===== config.mk =====
export PLATFORM = sky130hd
export DESIGN_NAME = stream_write_ctrl_flat
export DESIGN_NICKNAME = d
export VERILOG_FILES = /design/src/rtl/stream_write_ctrl_pkg.sv /design/src/rtl/stream_write_ctrl_if.sv /design/src/rtl/stream_write_ctrl_fifo.sv /design/src/rtl/stream_write_ctrl.sv /design/src/flat_wrapper.sv
export SDC_FILE = /design/constraint.sdc
export NUM_CORES = 2
export LEC_CHECK = 0
export CORE_UTILIZATION = 40
export CTS_BUF_LIST = sky130_fd_sc_hd__clkbuf_4 sky130_fd_sc_hd__clkbuf_8
export CTS_CLUSTER_SIZE = 28
export DETAILED_ROUTE_END_ITERATION = 7
export SLEW_MARGIN = 20
export SYNTH_ARGS = -nofsm -noshare
export SYNTH_HDL_FRONTEND = slang
export SYNTH_SLANG_ARGS = --single-unit

===== constraint.sdc =====
create_clock -name sys_clock -period 5.33 [get_ports sys_clock]
set_input_delay 0.533 -clock sys_clock [delete_from_list [all_inputs] [get_ports sys_clock]]
set_output_delay 0.533 -clock sys_clock [all_outputs]
set_load 0.01 [all_outputs]

===== src/rtl/stream_write_ctrl_pkg.sv =====
// Shared definitions for the stream-to-ring write controller: FSM state
// encodings and the beat-count to byte-length helper.
package stream_write_ctrl_pkg;

  typedef enum logic [2:0] {
    S_IDLE = 3'd0,
    S_FILL = 3'd1,
    S_REQ  = 3'd2,
    S_ACK  = 3'd3,
    S_RUN  = 3'd4
  } state_t;

  function automatic logic [31:0] beats_to_bytes(input logic [31:0] beats,
                                                 input int unsigned d_power);
    return beats << d_power;
  endfunction

endpackage


===== src/rtl/stream_write_ctrl_if.sv =====
// Stream input, write-master request/data channel and status of stream_write_ctrl.
// master = controller side, slave = stream source / write master side.
interface stream_write_ctrl_if #(
  parameter int D_WIDTH = 64
);
  logic [31:0]        i_base_addr;
  logic [31:0]        i_buf_len;
  logic               i_start;
  logic               i_stop;
  logic [D_WIDTH-1:0] i_s_data;
  logic               i_s_valid;
  logic               o_s_ready;
  logic [31:0]        o_addr;
  logic [31:0]        o_len;
  logic               o_req;
  logic               i_busy;
  logic [D_WIDTH-1:0] o_data;
  logic               o_valid;
  logic               i_ready;
  logic               o_running;
  logic [15:0]        o_wrap_cnt;

  modport master (
    input  i_base_addr, i_buf_len, i_start, i_stop, i_s_data, i_s_valid,
           i_busy, i_ready,
    output o_s_ready, o_addr, o_len, o_req, o_data, o_valid, o_running,
           o_wrap_cnt
  );

  modport slave (
    output i_base_addr, i_buf_len, i_start, i_stop, i_s_data, i_s_valid,
           i_busy, i_ready,
    input  o_s_ready, o_addr, o_len, o_req, o_data, o_valid, o_running,
           o_wrap_cnt
  );
endinterface


===== src/rtl/stream_write_ctrl_fifo.sv =====
// sync_fifo_fwft: single-clock first-word-fall-through FIFO with level output.
// A push into a full FIFO is ignored, so stored data is never overwritten.
module sync_fifo_fwft #(
  parameter int WIDTH      = 64,
  parameter int DEPTH_LOG2 = 5
) (
  input  logic                  clk,
  input  logic                  rst_n,
  input  logic                  flush,
  input  logic                  push,
  input  logic [WIDTH-1:0]      din,
  input  logic                  pop,
  output logic [WIDTH-1:0]      dout,
  output logic                  full,
  output logic                  empty,
  output logic [DEPTH_LOG2:0]   level
);
  localparam int DEPTH = 1 << DEPTH_LOG2;
  localparam logic [DEPTH_LOG2:0] FULL_LEVEL = (DEPTH_LOG2 + 1)'(DEPTH);

  logic [WIDTH-1:0]      mem [DEPTH];
  logic [DEPTH_LOG2-1:0] wr_ptr;
  logic [DEPTH_LOG2-1:0] rd_ptr;
  logic                  do_push;
  logic                  do_pop;

  assign full    = (level == FULL_LEVEL);
  assign empty   = (level == '0);
  assign do_push = push & ~full;
  assign do_pop  = pop & ~empty;
  assign dout    = mem[rd_ptr];

  always_ff @(posedge clk or negedge rst_n) begin
    if (!rst_n) begin
      wr_ptr <= '0;
      rd_ptr <= '0;
      level  <= '0;
    end else if (flush) begin
      wr_ptr <= '0;
      rd_ptr <= '0;
      level  <= '0;
    end else begin
      if (do_push) wr_ptr <= wr_ptr + 1'b1;
      if (do_pop)  rd_ptr <= rd_ptr + 1'b1;
      case ({do_push, do_pop})
        2'b10:   level <= level + 1'b1;
        2'b01:   level <= level - 1'b1;
        default: level <= level;
      endcase
    end
  end

  always_ff @(posedge clk) begin
    if (do_push && !flush) mem[wr_ptr] <= din;
  end
endmodule


===== src/rtl/stream_write_ctrl.sv =====
// Buffers a beat stream and issues fixed-size chunk writes into a ring buffer.
// Optional macro STREAM_WR_DROP_EN: drop beats at a full FIFO and count them.
//
// state  | meaning
// S_IDLE | stopped, stream input blocked
// S_FILL | waiting for a full chunk in the FIFO and an idle master
// S_REQ  | one-cycle request pulse with address/length
// S_ACK  | waiting for the master to go busy, beats may flow
// S_RUN  | streaming the chunk until all beats popped and master idle
module stream_write_ctrl
  import stream_write_ctrl_pkg::*;
#(
  parameter int D_POWER    = 3,
  parameter int CHUNK_LOG2 = 4,
  parameter int FIFO_LOG2  = CHUNK_LOG2 + 1
) (
  input  logic                sys_clock,
  input  logic                async_reset,
  stream_write_ctrl_if.master bus
`ifdef STREAM_WR_DROP_EN
  ,
  output logic [31:0]         o_drop_cnt
`endif
);
  localparam int D_WIDTH = 8 << D_POWER;
  localparam int CHUNK_W = 1 << CHUNK_LOG2;
  localparam logic [31:0]         CHUNK_BYTES = beats_to_bytes(32'(CHUNK_W), D_POWER);
  localparam logic [FIFO_LOG2:0]  CHUNK_LEVEL = (FIFO_LOG2 + 1)'(CHUNK_W);
  localparam logic [CHUNK_LOG2:0] CHUNK_POP   = {1'b1, {CHUNK_LOG2{1'b0}}};

  state_t              state_q, state_nx;
  logic [31:0]         base_q, len_q, offset_q, next_offset;
  logic [31:0]         addr_q, req_len_q;
  logic [15:0]         wrap_q;
  logic [CHUNK_LOG2:0] popped_q;
  logic                stop_pend_q;
  logic                running, chunk_done, valid, pop, push, s_ready, fifo_flush;
  logic                fifo_full, fifo_empty;
  logic [FIFO_LOG2:0]  fifo_level;
  logic [D_WIDTH-1:0]  fifo_dout;

  assign running     = (state_q != S_IDLE);
  assign chunk_done  = (popped_q == CHUNK_POP);
  assign valid       = !fifo_empty && (state_q == S_ACK || state_q == S_RUN) &&
                       (popped_q < CHUNK_POP);
  assign pop         = valid & bus.i_ready;
  assign fifo_flush  = (state_q == S_IDLE) && bus.i_start;
  assign next_offset = offset_q + CHUNK_BYTES;

  assign bus.o_req      = (state_q == S_REQ);
  assign bus.o_addr     = addr_q;
  assign bus.o_len      = req_len_q;
  assign bus.o_valid    = valid;
  assign bus.o_data     = fifo_dout;
  assign bus.o_running  = running;
  assign bus.o_wrap_cnt = wrap_q;
  assign bus.o_s_ready  = s_ready;

`ifdef STREAM_WR_DROP_EN
  logic drop_evt;
  assign s_ready  = running;
  assign push     = bus.i_s_valid & running & ~fifo_full;
  assign drop_evt = bus.i_s_valid & running & fifo_full;

  always_ff @(posedge sys_clock or negedge async_reset) begin
    if (!async_reset)                     o_drop_cnt <= '0;
    else if (drop_evt && o_drop_cnt != '1) o_drop_cnt <= o_drop_cnt + 1'b1;
  end
`else
  assign s_ready = running & ~fifo_full;
  assign push    = bus.i_s_valid & s_ready;
`endif

  sync_fifo_fwft #(
    .WIDTH      (D_WIDTH),
    .DEPTH_LOG2 (FIFO_LOG2)
  ) u_fifo (
    .clk   (sys_clock),
    .rst_n (async_reset),
    .flush (fifo_flush),
    .push  (push),
    .din   (bus.i_s_data),
    .pop   (pop),
    .dout  (fifo_dout),
    .full  (fifo_full),
    .empty (fifo_empty),
    .level (fifo_level)
  );

  always_comb begin
    state_nx = state_q;
    case (state_q)
      S_IDLE: if (bus.i_start) state_nx = S_FILL;
      S_FILL: begin
        if (bus.i_stop)                                      state_nx = S_IDLE;
        else if (fifo_level >= CHUNK_LEVEL && !bus.i_busy)   state_nx = S_REQ;
      end
      S_REQ:  state_nx = S_ACK;
      S_ACK:  if (bus.i_busy) state_nx = S_RUN;
      // a stop arriving on the last cycle still counts as pending
      S_RUN: begin
        if (!bus.i_busy && chunk_done)
          state_nx = (stop_pend_q || bus.i_stop) ? S_IDLE : S_FILL;
      end
      default: state_nx = S_IDLE;
    endcase
  end

  always_ff @(posedge sys_clock or negedge async_reset) begin
    if (!async_reset) begin
      state_q     <= S_IDLE;
      base_q      <= '0;
      len_q       <= '0;
      offset_q    <= '0;
      addr_q      <= '0;
      req_len_q   <= '0;
      wrap_q      <= '0;
      popped_q    <= '0;
      stop_pend_q <= 1'b0;
    end else begin
      state_q <= state_nx;
      if (state_q == S_IDLE && bus.i_start) begin
        base_q   <= bus.i_base_addr;
        len_q    <= bus.i_buf_len;
        offset_q <= '0;
      end
      if (state_q == S_FILL && state_nx == S_REQ) begin
        addr_q    <= base_q + offset_q;
        req_len_q <= CHUNK_BYTES;
        popped_q  <= '0;
      end else if (pop) begin
        popped_q <= popped_q + 1'b1;
      end
      if (state_q == S_RUN && state_nx != S_RUN) begin
        if (next_offset == len_q) begin
          offset_q <= '0;
          wrap_q   <= wrap_q + 1'b1;
        end else begin
          offset_q <= next_offset;
        end
      end
      if (state_nx == S_IDLE)
        stop_pend_q <= 1'b0;
      else if (bus.i_stop && (state_q == S_REQ || state_q == S_ACK || state_q == S_RUN))
        stop_pend_q <= 1'b1;
    end
  end
endmodule


===== src/flat_wrapper.sv =====
// flat-port wrapper written by rule: the top's interface ports become plain ports
module stream_write_ctrl_flat import stream_write_ctrl_pkg::*;
#(
  parameter int D_POWER    = 3,
  parameter int CHUNK_LOG2 = 4,
  parameter int FIFO_LOG2  = CHUNK_LOG2 + 1
)
  (sys_clock, async_reset, bus_i_base_addr, bus_i_buf_len, bus_i_start, bus_i_stop, bus_i_s_data, bus_i_s_valid, bus_i_busy, bus_i_ready, bus_o_s_ready, bus_o_addr, bus_o_len, bus_o_req, bus_o_data, bus_o_valid, bus_o_running, bus_o_wrap_cnt);
  stream_write_ctrl_if bus_i ();
  input  logic sys_clock;
  input  logic async_reset;
  input wire logic [$bits(bus_i.i_base_addr)-1:0] bus_i_base_addr;
  input wire logic [$bits(bus_i.i_buf_len)-1:0] bus_i_buf_len;
  input wire logic [$bits(bus_i.i_start)-1:0] bus_i_start;
  input wire logic [$bits(bus_i.i_stop)-1:0] bus_i_stop;
  input wire logic [$bits(bus_i.i_s_data)-1:0] bus_i_s_data;
  input wire logic [$bits(bus_i.i_s_valid)-1:0] bus_i_s_valid;
  input wire logic [$bits(bus_i.i_busy)-1:0] bus_i_busy;
  input wire logic [$bits(bus_i.i_ready)-1:0] bus_i_ready;
  output wire logic [$bits(bus_i.o_s_ready)-1:0] bus_o_s_ready;
  output wire logic [$bits(bus_i.o_addr)-1:0] bus_o_addr;
  output wire logic [$bits(bus_i.o_len)-1:0] bus_o_len;
  output wire logic [$bits(bus_i.o_req)-1:0] bus_o_req;
  output wire logic [$bits(bus_i.o_data)-1:0] bus_o_data;
  output wire logic [$bits(bus_i.o_valid)-1:0] bus_o_valid;
  output wire logic [$bits(bus_i.o_running)-1:0] bus_o_running;
  output wire logic [$bits(bus_i.o_wrap_cnt)-1:0] bus_o_wrap_cnt;
  assign bus_i.i_base_addr = bus_i_base_addr;
  assign bus_i.i_buf_len = bus_i_buf_len;
  assign bus_i.i_start = bus_i_start;
  assign bus_i.i_stop = bus_i_stop;
  assign bus_i.i_s_data = bus_i_s_data;
  assign bus_i.i_s_valid = bus_i_s_valid;
  assign bus_i.i_busy = bus_i_busy;
  assign bus_i.i_ready = bus_i_ready;
  assign bus_o_s_ready = bus_i.o_s_ready;
  assign bus_o_addr = bus_i.o_addr;
  assign bus_o_len = bus_i.o_len;
  assign bus_o_req = bus_i.o_req;
  assign bus_o_data = bus_i.o_data;
  assign bus_o_valid = bus_i.o_valid;
  assign bus_o_running = bus_i.o_running;
  assign bus_o_wrap_cnt = bus_i.o_wrap_cnt;
  stream_write_ctrl #(.D_POWER(D_POWER), .CHUNK_LOG2(CHUNK_LOG2), .FIFO_LOG2(FIFO_LOG2)) u_core (.sys_clock(sys_clock), .async_reset(async_reset), .bus(bus_i));
endmodule

**Cell classes on the final placement**

The bar under the picture is 100 um long.
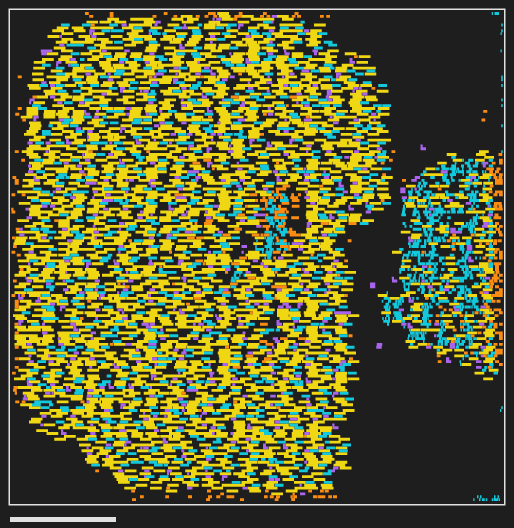
class	colour	cells
flops	yellow	2,211
other buffers and delay cells	orange	375
clock drivers and dummy loads	purple	646
all other logic	cyan	1,446
utilization after layout: 0.469
floorplan core area: 0.215 mm2
share of the final layout cell area in sequential cells: 0.652

**Congestion heat map**

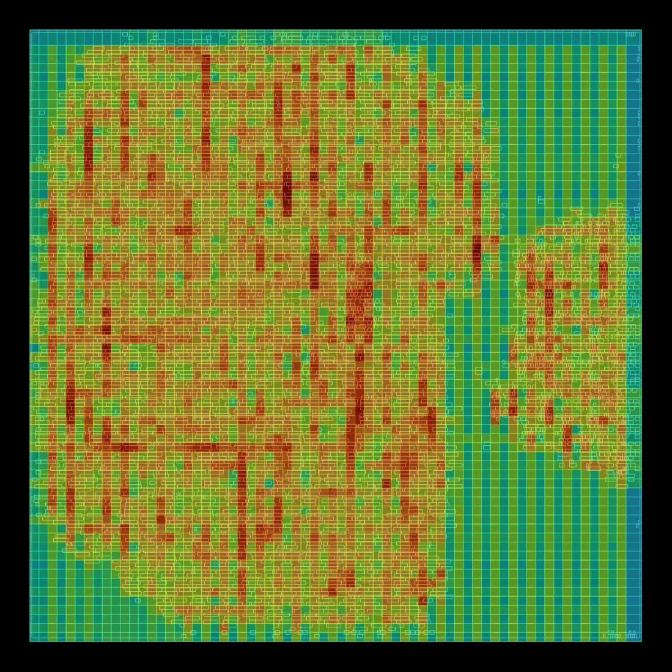
global routing met2 resource utilization: 0.320
detail-routed net length per standard cell: 28.9 um

==> notes.md <==
Synthesis and PnR results.

- The flow ran to the end, and the final reports show no timing, DRC or antenna violations.
- STA lists the endpoint of the worst register-to-register path as u_core.offset_q[8].
- The origin of the critical flop-to-flop path is u_core.offset_q[7].
- The area taken by sequential standard cells is reported as 0.0656 mm2.
- The leading cell type by number of instances after synthesis reads edfxtp_1.
- The clock network power consumption is 14.7 mW.
- In the post-synthesis netlist, the biggest area contributors are edfxtp_1 (71%), mux4_2 (17%), dfrtp_1 (4.7%).
- The buffers inserted during post-CTS setup optimization is 0.
- The endpoint class of the critical path reads a primary output.
- The post-synthesis cell type count is 63.
- The number of vias after detailed routing is 42,300.
- The most used logic cell in the final layout reads edfxtp_1.
- The count of fill cells added during filler insertion is 17,800.
- The share of cells above drive strength 1 is 0.323.
- TritonCTS reports the number of clock sinks as 2,211.
- The primary flip-flop cell chosen by synthesis mapping is edfxtp_1.
- The flow inserted 2,838 tap cells.
- The sum of buffers and inverters on the critical path is 3.
- The headroom to the max-slew limit is 0.248.
- Per the summary, power density relative to cell area is 366 mW/mm2.
- The placed instances occupy a cell area of 0.0935 mm2.
- The total die size is 0.218 mm2.
- The H-tree was split into 5 levels.
- The number of flip-flops in the largest register reads 2,048.
- The die span in y is 467 um.
- The via count of the first global-routing pass is 43,100.
**Signal wires by layer**

The bar under the picture is 100 um long. Two of the layers only.
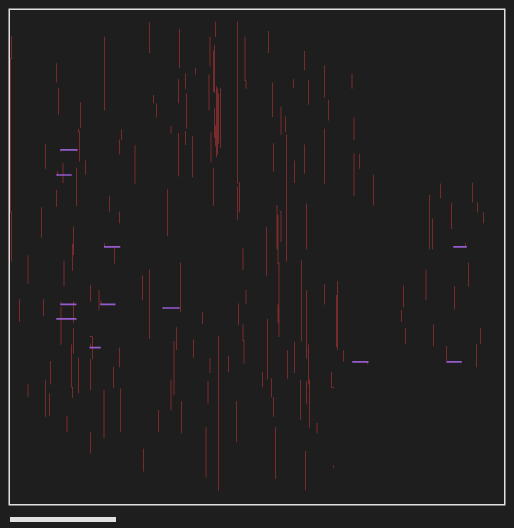
layer	colour	wire length
met4	red	4,950 um
met5	purple	147 um

**Where the registers sit**

The bar under the picture is 100 um long. Other sequential cells in the stronger grey, the rest of the logic in the fainter grey.
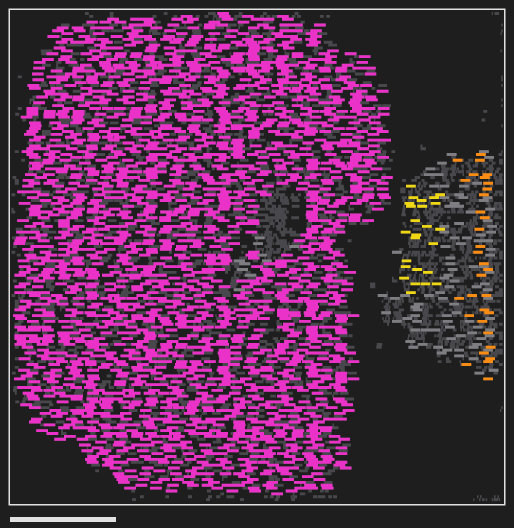
name in the netlist	colour	flops
u_core.u_fifo.mem	magenta	2,048
u_core.offset_q	yellow	25
u_core.bus.o_addr	orange	32

Power is estimated from default activity; no workload was simulated.
